Figure 1. Signal metal coverage by tile.
Drawn at 2 px/um. 32 x 32 tiles, from black (low) to pale yellow (high), scaled to the fullest tile. Values are wire area over tile area, all layers added.
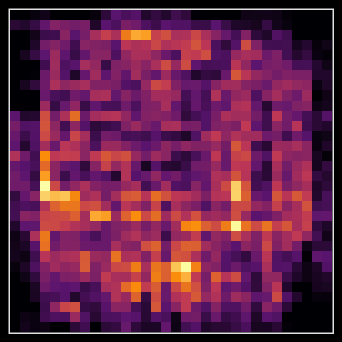
Figure 2. Where the registers sit.
Drawn at 2 px/um. Other sequential cells in the stronger grey, the rest of the logic in the fainter grey.
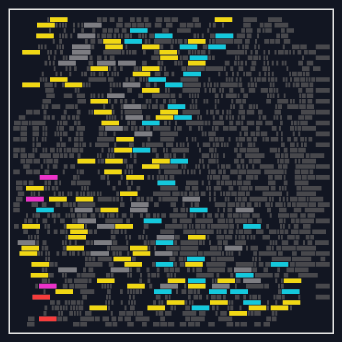
Figure 3. Drive-strength map.
Drawn at 3 px/um.
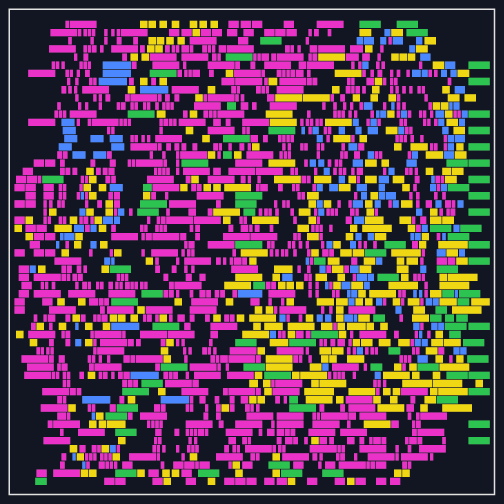
Design imm_gen_pipe, sky130hd; sources not shown.
==> qor.yml <==
die:
  floorplan.core_util_pct: 37.09
  core_um2: 24600
  design.portCount: 139
  die_h_um: 161.2
  dieArea_um2: 25990
  row_count: 57
min_path:
  holdPathStages: 2
  hold_class: "register to register"
logic_synthesis:
  ys.warnings.count: 0
  ys_area_um2: 9125
  fp_nets: 1423
  avgSynthCellArea_um2: 6.902
  numSynthFlops: 138
  ys_cells: 1322
  ys_types: 33
clock_network:
  cts_made_buffers: 17
  cts_tree: "done"
  clock.latency.late_pin_ns: 0.43
  cts_max_level: 4
  cts.sinks: 138
  ctsLongestPathBuffers: 2
final_timing:
  hold_ws_ns: 0.2797
  tns_ns: -19.71
  period_minus_slack_ns: 2.936
  rsz0062_at_grt: "yes"
  tightest_slew_ns: 0.5725
  setup_viol_count_final: 31
  fin_crit_sh_pct: 135.3
  hold_viol_final: 0
  slew_violations: 0
  timing.fmax_ghz: 0.3406
  layout_setup_ws_ns: -0.7660
global_routing:
  grt_pass1_vias: 9093
  antenna_found_initial: 0
  grt_max_degree: 78
  grt_first_pass_wirelength_um: 49460
  grt_overflow: 0
place:
  gp_congestion: 0.8921
  portBuffers: 138
outcome:
  violations: "setup timing"
  status: "finished, violations left"
flow_run:
  drv_cap: 0
  warning_count: 29
worst_setup_path:
  cp.arrival_ns: 2.30
  required_ns: 1.54
  cp-end-kind: "primary output"
  regToRegSetupSlack_ns: 0.25
  worstSetupStartpointType: "register"
  rr_worst_depth: 8
  crit_fanout: 4
drt:
  drc: 0
  drt_pass1_iterations: 5
  drtIter0Drc: 648
  postRouteAntennaNets: 0
  detail_route.vias_per_cell: 4.891
finish:
  antenna_cells: 0
  final_core_util_pct: 58.38
  logic_area_um2: 5946
  fin_nets: 1676
  largest_reg_flops: 68
  drive_above_1_share_pct: 35.20
  fill_cells: 2234
power_and_ir_drop:
  irDropWorstVdd_mv: 0.4441
  p_leak_nw: 7.313
  powerDensity_nw_per_um2: 798.7
About Figure 1:
7.7% of the tiles are nearly empty. The fullest tile reaches 0.62. The mean over all tiles is 0.19.
Vias: 9,352
wire per inst: 16.39 um
All-Layer GR Usage: 24.80%
DRT Wirelength: 31,340 um

About Figure 2:
Magenta stands for `out_fmt`, sequential cells 3. Yellow stands for `tail_reg`, sequential cells 68. Cyan stands for `head_reg`, sequential cells 32. Red stands for `state_reg`, sequential cells 2.
Another 33 sequential cells are not coloured.
flip-flop and latch area: 3463 um2
P_seq: 3.37 mW
flop share of the area: 24.11%

About Figure 3:
Blue stands for x2, cells 159, most used nand2_2. Yellow stands for x3 and x4, cells 313, most used buf_4. Magenta stands for x1 and smaller, cells 1,029, most used nand2_1. Green stands for x6 and larger, cells 87, most used buf_12.
post-route design area: 14,370 um2
area delta synth->final: 57.42%
final setup margin: -0.7660 ns
Buffers excl. clock: 323

cell families after synthesis:
group,synth area share [%]
AOI/OAI and AO/OA,7.185
adders and majority gates,4.470
buffers and inverters,13.78
xor gates and xnor gates,1.440
DFF,37.84
and+or+nand+nor,35.28
stage by stage:
stage	total power, mW	worst slack (ns)	area (um2)	std cells
5_1_grt	12.05	-0.8479	14370	1912
3_3_place_gp	8.231	-0.5022	12860	1853
6_report	11.47	-0.7660	14370	1912
4_1_cts	11.31	-0.7425	13960	1899
3_5_place_dp	8.285	-0.4937	12860	1853
2_1_floorplan	6.084	-0.1991	9956	1322
critical path, stage by stage, from the launching register on:
cell and delay (ns):
dfrtp_2 0.46, ha_4 0.33, nand2_4 0.09, nor2_4 0.09, nand2_1 0.06, nand3b_1 0.17
nand2_2 0.11, nand2_4 0.13, buf_12 0.12, xor2_4 0.16, buf_12 0.15
area by class of cell:
type                            instances  area share (%)
Multi-Input combinational cell        902           41.39
Tap cell                              324           2.822
Sequential cell                       138           24.11
Clock inverter                         13          0.7665
Timing Repair Buffer                  323           22.82
Clock buffer                           19           3.014
Inverter                              193           5.078
cell usage after synthesis, drive strengths merged:
cell    instances  area, um2
and2            4      25.02
xor2           14      122.6
a21oi          19      95.09
inv           193      724.4
nor2           45      171.4
xnor2           1      8.760
clkbuf         21      78.83
fa              1      20.02
nor3           11      76.33
o21bai          2      15.01
nand3b          1      7.510
ha             31      387.9
o221ai          1      8.760
nand2         490       1857
o211ai         33      247.7
o21ai          55      275.3
buf            68      454.2
nand3         149      750.7
nand4          43      331.6
dfrtp         138       3453
a31oi           1      6.260
a21o            1      7.510
report_power, final:
group	switching (mW)	internal, mW	total [mW]
Combinational	2.91	2.48	5.40
Sequential	0.319	3.05	3.37
Clock	1.22	1.48	2.71
Total	4.45	7.02	11.5
what timing repair did:
action | CTS | global route
setup buffers | 16 | 17
hold buffers | 1 | 0
setup endpoints to repair | 31 | 31
gates resized | 116 | 86
pin swaps | 73 | 79
hold endpoints to repair | 48 | 0
cell usage in the layout (no fill, tap or decap), types with 7 or more instances in the layout:
cell type,instances
nand2_1,367
buf_4,192
inv_1,169
dfrtp_1,130
nand3_1,126
nand2_2,79
clkdlybuf4s50_1,67
buf_12,51
o21ai_0,50
nand2_4,43
nand4_1,33
o211ai_1,33
ha_4,28
nor2_1,26
inv_2,23
clkbuf_16,17
nand3_2,16
xor2_4,13
buf_6,12
nor2_4,11
nand4_2,10
a21oi_2,9
nor2_2,8
dfrtp_2,8
nand3_4,7
layer usage:
metal	wire length, um	track usage [%]	up-vias
li1	-	-	4678
met4	778	8.276	0
met3	1242	3.621	48
met5	0	0	-
met1	14310	33.65	4404
met2	15010	40.46	222
Power figures rest on the tool's default switching activity, not on a simulated workload.
